[src/rtl/hazard_pkg.sv]
// Shared types and constants for the hazard controller slice.
package hazard_pkg;

    typedef enum logic {
        IDLE     = 1'b0,
        DIV_BUSY = 1'b1
    } div_state_t;

    localparam logic [1:0]  SEL_DATA_LOAD  = 2'd3;
    localparam int unsigned DIV_CYCLES_DEF = 8;

endpackage

[src/rtl/hazard_div_timer.sv]
// Divide occupancy timer: holds the pipeline while a DIV/REM sits in EXE,
// then signals a single release cycle.
module hazard_div_timer
    import hazard_pkg::*;
#(
    parameter int unsigned DIV_CYCLES = DIV_CYCLES_DEF,
    parameter int unsigned CNT_W      = 8
) (
    input  logic clk,
    input  logic nrst,
    input  logic exe_is_div,
    output logic div_stall,
    output logic div_release,
    output logic div_busy
);

    // The entry cycle is stalled from IDLE, so the countdown covers the rest.
    localparam logic [CNT_W-1:0] CNT_LOAD = CNT_W'(DIV_CYCLES - 2);
    localparam logic [CNT_W-1:0] CNT_ONE  = CNT_W'(1);

    div_state_t       state;
    div_state_t       state_next;
    logic [CNT_W-1:0] cnt;
    logic [CNT_W-1:0] cnt_next;

    always_ff @(posedge clk) begin
        if (!nrst) begin
            state <= IDLE;
            cnt   <= '0;
        end else begin
            state <= state_next;
            cnt   <= cnt_next;
        end
    end

    always_comb begin
        state_next = state;
        cnt_next   = cnt;
        case (state)
            IDLE: begin
                if (exe_is_div) begin
                    state_next = DIV_BUSY;
                    cnt_next   = CNT_LOAD;
                end
            end
            DIV_BUSY: begin
                if (cnt != '0) begin
                    cnt_next = cnt - CNT_ONE;
                end else begin
                    state_next = IDLE;
                end
            end
            default: state_next = IDLE;
        endcase
    end

    always_comb begin
        div_stall   = 1'b0;
        div_release = 1'b0;
        div_busy    = 1'b0;
        if (nrst) begin
            case (state)
                IDLE: div_stall = exe_is_div;
                DIV_BUSY: begin
                    div_busy    = 1'b1;
                    div_stall   = (cnt != '0);
                    div_release = (cnt == '0);
                end
                default: ;
            endcase
        end
    end

endmodule

[src/rtl/hazard_controller.sv]
// Stall/flush generator for load->branch and multi-cycle divide hazards.
// Optional perf counters enabled by defining HAZ_PERF_CNT_EN.
module hazard_controller
    import hazard_pkg::*;
#(
    parameter int unsigned DIV_CYCLES = DIV_CYCLES_DEF,
    parameter int unsigned CNT_W      = 8
) (
    input  logic       clk,
    input  logic       nrst,
    input  logic [4:0] id_rsA,
    input  logic [4:0] id_rsB,
    input  logic       id_use_A,
    input  logic       id_use_B,
    input  logic       id_is_jump_ctrl,
    input  logic       id_jump_taken,
    input  logic [4:0] exe_rd,
    input  logic       exe_wr_en,
    input  logic [1:0] exe_sel_data,
    input  logic       exe_is_div,
    output logic       if_stall,
    output logic       id_stall,
    output logic       exe_stall,
    output logic       id_bubble,
    output logic       exe_bubble,
    output logic       if_flush,
    output logic       div_busy
`ifdef HAZ_PERF_CNT_EN
    ,
    output logic [31:0] stall_cycles,
    output logic [15:0] luse_events
`endif
);

    logic div_stall;
    logic div_release;
    logic luse;
    logic luse_stall;

    hazard_div_timer #(
        .DIV_CYCLES (DIV_CYCLES),
        .CNT_W      (CNT_W)
    ) u_div_timer (
        .clk         (clk),
        .nrst        (nrst),
        .exe_is_div  (exe_is_div),
        .div_stall   (div_stall),
        .div_release (div_release),
        .div_busy    (div_busy)
    );

    always_comb begin
        luse = exe_wr_en && (exe_sel_data == SEL_DATA_LOAD) && (exe_rd != 5'd0) &&
               id_is_jump_ctrl &&
               ((id_use_A && (id_rsA == exe_rd)) || (id_use_B && (id_rsB == exe_rd)));
        // Load-use only acts in IDLE with no divide entering; the divide wins otherwise.
        luse_stall = nrst && luse && !div_stall && !div_release;

        if_stall   = div_stall || luse_stall;
        id_stall   = div_stall || luse_stall;
        exe_stall  = div_stall;
        id_bubble  = luse_stall;
        exe_bubble = div_stall;
        if_flush   = nrst && id_jump_taken && !if_stall;
    end

`ifdef HAZ_PERF_CNT_EN
    always_ff @(posedge clk) begin
        if (!nrst) begin
            stall_cycles <= '0;
            luse_events  <= '0;
        end else begin
            if (if_stall && (stall_cycles != '1)) begin
                stall_cycles <= stall_cycles + 32'd1;
            end
            if (luse_stall && (luse_events != '1)) begin
                luse_events <= luse_events + 16'd1;
            end
        end
    end
`endif

endmodule
[config.mk]
export PLATFORM = sky130hd
export DESIGN_NAME = hazard_controller
export DESIGN_NICKNAME = d
export VERILOG_FILES = /design/src/rtl/hazard_pkg.sv /design/src/rtl/hazard_div_timer.sv /design/src/rtl/hazard_controller.sv
export SDC_FILE = /design/constraint.sdc
export NUM_CORES = 1
export LEC_CHECK = 0
export ABC_CLOCK_PERIOD_IN_PS = 2100
export CAP_MARGIN = 30
export CORE_MARGIN = 2
export CORE_UTILIZATION = 40
export DETAILED_ROUTE_END_ITERATION = 8
export PLACE_DENSITY = 0.79
export SLEW_MARGIN = 20
export SYNTH_ARGS = -nofsm -noshare
export SYNTH_HDL_FRONTEND = slang
export SYNTH_SLANG_ARGS = --single-unit
[constraint.sdc]
create_clock -name clk -period 2.1 [get_ports clk]
set_input_delay 0.21 -clock clk [delete_from_list [all_inputs] [get_ports clk]]
set_output_delay 0.21 -clock clk [all_outputs]
set_load 0.05 [all_outputs]
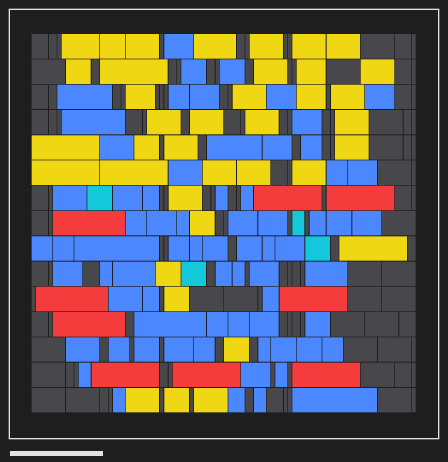
Run 1: cells colored by class
Bar = 10 um. Fill, decap, tap and diode cells in gray.
legend:
  blue:
    class: all other logic
    cells: 70
  cyan:
    class: clock drivers and dummy loads
    cells: 4
  red:
    class: flip-flops
    cells: 9
  yellow:
    class: other buffers and delay cells
    cells: 38

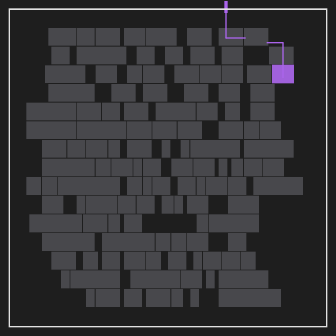
Run 1: wires at chosen ports, followed through buffers
legend:
  purple:
    port: exe_wr_en
    bits: 1
    direction: input
    edge: top
    end_cells: 1
    buffers: 1
    wire: 14.1 um
total I/O pin count: 32
number of I/O port buffers: 31

==> job_summary.md, run 1 <==
### Yosys + OpenROAD results

| Metric | Value |
|---|---|
| Post-synth EDFFs | `0` |
| Worst path arrival time | `roughly 1.9 ns` |
| Cell with the biggest individual delay on the critical path | `sky130_fd_sc_hd__dfxtp_2` |
| Max Fclk | `around 480 MHz` |
| Fraction of area in clock buffers and inverters | `around 2.2%` |
| Non-filler instance count after layout | `approximately 140` |
| Hold Startpoint | `u_div_timer.cnt[5]` |
| Total of clock buffers placed in the layout | `4` |
| OpenROAD warnings | `28` |
| Routability Congestion | `approximately 0.8` |
| Count of yosys warnings during synthesis | `0` |
| Residual antenna-violating net count after detailed routing | `0` |
| Flops out of synthesis | `9` |
| Clock-pin slew on the worst setup and hold paths | `0.06 ns` |
| Measured slew at the worst slew-check pin | `0.358 ns` |
| Number of antenna violations at the first check in global routing | `0` |
| Internal Dissipation | `between 500 and 600 uW` |
| Proportion of synthesized area in mux cells | `under 10%` |
| Result of the run | `finished, final reports clean` |
| Number of DRC violations after detailed routing | `0` |
| End point of the critical path | `if_flush` |
| Dominant kind of combinational cell | `simple AND/OR/NAND/NOR gates` |
| Critical register-to-register path startpoint | `u_div_timer.cnt[0]` |
| Most common logic cells in the final layout | `20 x sky130_fd_sc_hd__clkdlybuf4s50_1, 9 x sky130_fd_sc_hd__xor2_1, 8 x sky130_fd_sc_hd__buf_4, 7 x sky130_fd_sc_hd__nand2_1, 6 x sky130_fd_sc_hd__dfxtp_1` |
| Biggest cell delay along the critical path | `between 0.3 and 0.4 ns` |
| Pin count of the biggest net entering global routing | `8` |
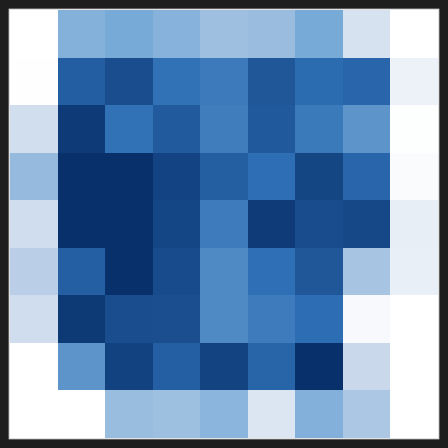
Run 1: placement density heat map
The die is cut into 9 by 9 equal tiles; white is low, dark blue is high, 0 to 100% covered.
mean over tiles: 56%
tiles over 75% full: 42%
fullest tile: 100%
densest ninth of the die: middle
nearly empty tiles: 12%
final cell utilization of the core: 71.9%
CORE AREA: 1690 um2
Core Util at FP: 41.9%

==> run 1 -> run 2 <==
--- a/config.mk
+++ b/config.mk
@@ -9,6 +9,7 @@
 export CAP_MARGIN = 30
 export CORE_MARGIN = 2
 export CORE_UTILIZATION = 40
+export CTS_CLUSTER_SIZE = 10
 export DETAILED_ROUTE_END_ITERATION = 8
 export PLACE_DENSITY = 0.79
 export SLEW_MARGIN = 20
==> run 2 against run 1 <==
Clock skew unchanged. Critical path type unchanged. Count of clock-buffer cells in the layout is the same. Sequential share of layout area unchanged. Design area unchanged. Register-to-register slack about the same. Global-route usage unchanged. Via count is the same.
==> job_summary.md, run 2 <==
### Yosys + OpenROAD results

| Metric | Value |
|---|---|
| Result of the run | `finished, final reports clean` |
| Max Fclk | `480 MHz (unchanged)` |
| Count of yosys warnings during synthesis | `0 (unchanged)` |
| Post-synth EDFFs | `0 (unchanged)` |
| Number of antenna violations at the first check in global routing | `0 (unchanged)` |
| Core Util at FP | `41.9% (unchanged)` |
| Fraction of area in clock buffers and inverters | `2.16% (unchanged)` |
| Clock-pin slew on the worst setup and hold paths | `0.06 ns (about the same)` |
| Non-filler instance count after layout | `138 (unchanged)` |
| Cell with the biggest individual delay on the critical path | `sky130_fd_sc_hd__dfxtp_2` |
| Worst path arrival time | `1.87 ns (about the same)` |
| Number of I/O port buffers | `31 (unchanged)` |
| Total of clock buffers placed in the layout | `4 (unchanged)` |
| Hold Startpoint | `u_div_timer.cnt[5]` |
| OpenROAD warnings | `28 (unchanged)` |
| Routability Congestion | `0.799 (unchanged)` |
| Most common logic cells in the final layout | `20 x sky130_fd_sc_hd__clkdlybuf4s50_1, 9 x sky130_fd_sc_hd__xor2_1, 8 x sky130_fd_sc_hd__buf_4, 7 x sky130_fd_sc_hd__nand2_1, 6 x sky130_fd_sc_hd__dfxtp_1` |
| Measured slew at the worst slew-check pin | `0.358 ns (unchanged)` |
| Biggest cell delay along the critical path | `0.35 ns (about the same)` |
| Pin count of the biggest net entering global routing | `8 (unchanged)` |
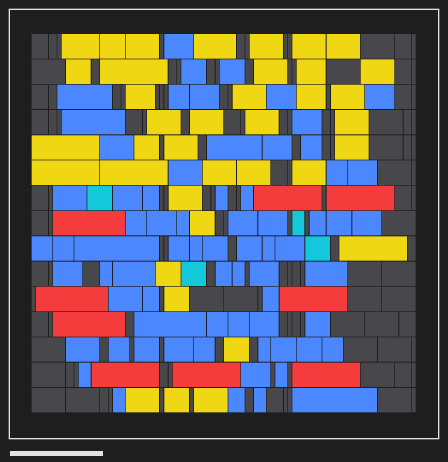
Run 2: cells colored by class
Bar = 10 um. Fill, decap, tap and diode cells in gray.
finished layout cell area: 1210 um2
Seq/total area: 15.1%
number of placement rows: 15

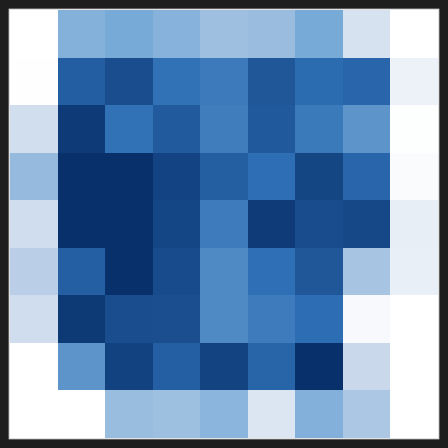
Run 2: placement density heat map
The die is cut into 9 by 9 equal tiles; white is low, dark blue is high, 0 to 100% covered.

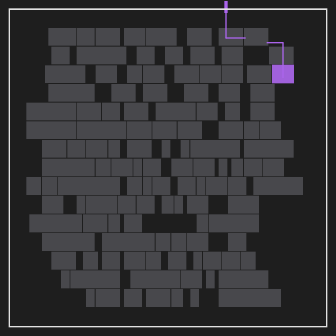
Run 2: wires at chosen ports, followed through buffers
legend:
  purple:
    port: exe_wr_en
    bits: 1
    direction: input
    edge: top
    end_cells: 1
    buffers: 1
    wire: 14.1 um

==> run 2 -> run 3 <==
--- a/config.mk
+++ b/config.mk
@@ -11,7 +11,7 @@
 export CORE_UTILIZATION = 40
 export CTS_CLUSTER_SIZE = 10
 export DETAILED_ROUTE_END_ITERATION = 8
-export PLACE_DENSITY = 0.79
+export PLACE_DENSITY_LB_ADDON = 0.1
 export SLEW_MARGIN = 20
 export SYNTH_ARGS = -nofsm -noshare
 export SYNTH_HDL_FRONTEND = slang
==> run 3 against run 2 <==
Core utilization grew 2.4 points. First-iteration DRC count grew 7.1%. Hold slack lost 0.016 ns. Fmax grew 1.0%. Wire length shrank 2.5%. Critical path depth shrank 1. Count of clock-buffer cells in the layout is the same. Critical path type unchanged. Critical endpoint unchanged.
==> job_summary.md, run 3 <==
### Yosys + OpenROAD results

| Metric | Value |
|---|---|
| Routability Congestion | `0.796 (-0.41%)` |
| Most frequent cells after synthesis | `9 x sky130_fd_sc_hd__dfxtp_1, 9 x sky130_fd_sc_hd__xor2_1, 7 x sky130_fd_sc_hd__nand2_1` |
| Total routing resource utilization after global routing | `between 20 and 25%` |
| Worst path arrival time | `1.85 ns (-0.02 ns)` |
| Total cell area reported by yosys after synthesis | `between 700 and 800 um2` |
| Biggest cell delay along the critical path | `0.34 ns (about the same)` |
| Clock-pin slew on the worst setup and hold paths | `0.06 ns (about the same)` |
| Max Fclk | `485 MHz (+1.0%)` |
| End point of the critical path | `if_flush` |
| Fraction of area in clock buffers and inverters | `2.09% (-0.071 points)` |
| Number of antenna violations at the first check in global routing | `0 (unchanged)` |
| Logic gate share of total power | `a little under three fifths` |
| Number of placement rows | `15 (unchanged)` |
| Layout Nets | `between 150 and 200` |
| Clock Power | `between 100 and 150 uW` |
| CORE AREA | `1690 um2` |
| OpenROAD warnings | `27 (-3.6%)` |
| Post-route setup slack | `0.0399 ns` |
| Hold Startpoint | `u_div_timer.cnt[5]` |
| Measured slew at the worst slew-check pin | `0.429 ns (+0.0709 ns)` |
| Leak pwr | `0.000520 uW` |
| Non-filler instance count after layout | `140 (+1.4%)` |
| Wire length of the first global-routing pass | `approximately 3300 um` |
| Count of yosys warnings during synthesis | `0 (unchanged)` |
| Finished layout cell area | `1260 um2 (+3.4%)` |
| Filler cells | `between 100 and 150` |
| Met3 WL | `103 um` |
| Area share of the largest cell type after synthesis | `25.4%` |
| Setup repair bufs after CTS | `1` |
| Critical path endpoint category | `output port` |
| Count of cell instances traversed by the critical path | `7` |
| Core Util at FP | `41.9% (unchanged)` |
| Proportion of synthesized area in mux cells | `roughly 2.8%` |
| Seq/total area | `14.5% (-0.60 points)` |
| Result of the run | `finished, final reports clean` |
| Top delay family on crit path | `AND-OR/OR-AND gates` |
| Most common logic cells in the final layout | `21 x sky130_fd_sc_hd__clkdlybuf4s50_1, 9 x sky130_fd_sc_hd__xor2_1, 9 x sky130_fd_sc_hd__buf_4, 7 x sky130_fd_sc_hd__nand2_1, 7 x sky130_fd_sc_hd__dfxtp_1` |
| Number of I/O port buffers | `31 (unchanged)` |
| Cell with the biggest individual delay on the critical path | `sky130_fd_sc_hd__dfxtp_2` |
| Net count after synthesis | `about 110` |
| Hold Path Cell Cnt | `2` |
| Setup slack after placement | `-0.121 ns` |
| Total of clock buffers placed in the layout | `4 (unchanged)` |
| Pin count of the biggest net entering global routing | `8 (unchanged)` |
| Post-synth EDFFs | `0 (unchanged)` |
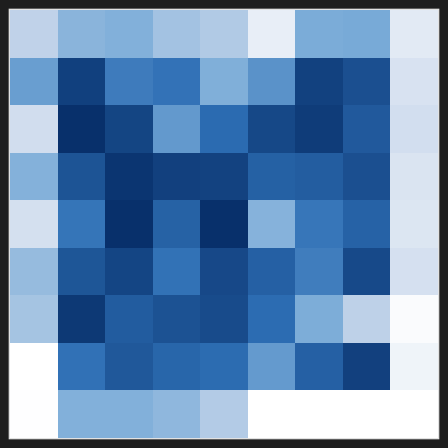
Run 3: placement density heat map
The die is cut into 9 by 9 equal tiles; white is low, dark blue is high, 0 to 100% covered.
final cell utilization of the core: 74.4%

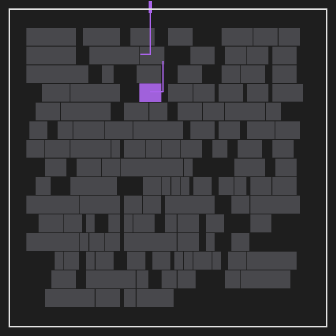
Run 3: wires at chosen ports, followed through buffers
legend:
  purple:
    port: exe_wr_en
    bits: 1
    direction: input
    edge: top
    end_cells: 1
    buffers: 1
    wire: 13.9 um

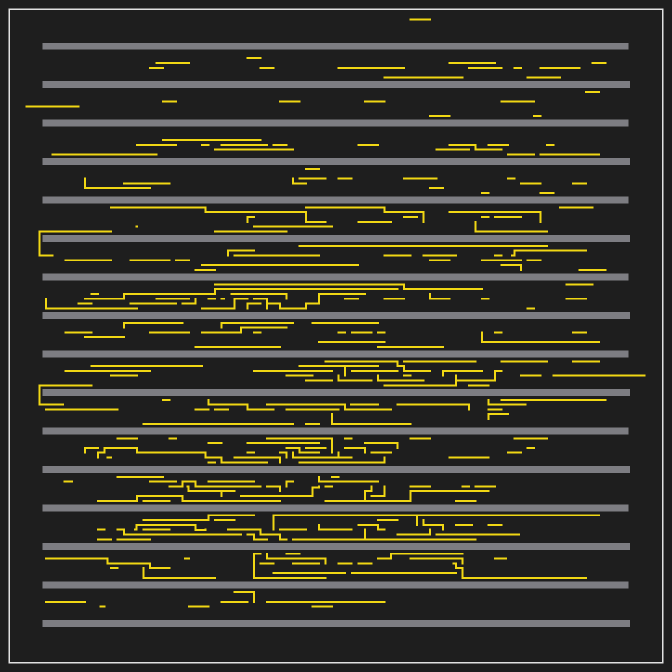
Run 3: M1 wires
Supply wires on this layer in gray.
longest straight run: 23.0 um
main direction: horizontal
met1 track utilization from global routing: 25.9%
wire length reported by the detailed router: 2190 um
via count of the routed design: 784

Power is estimated from default activity; no workload was simulated.
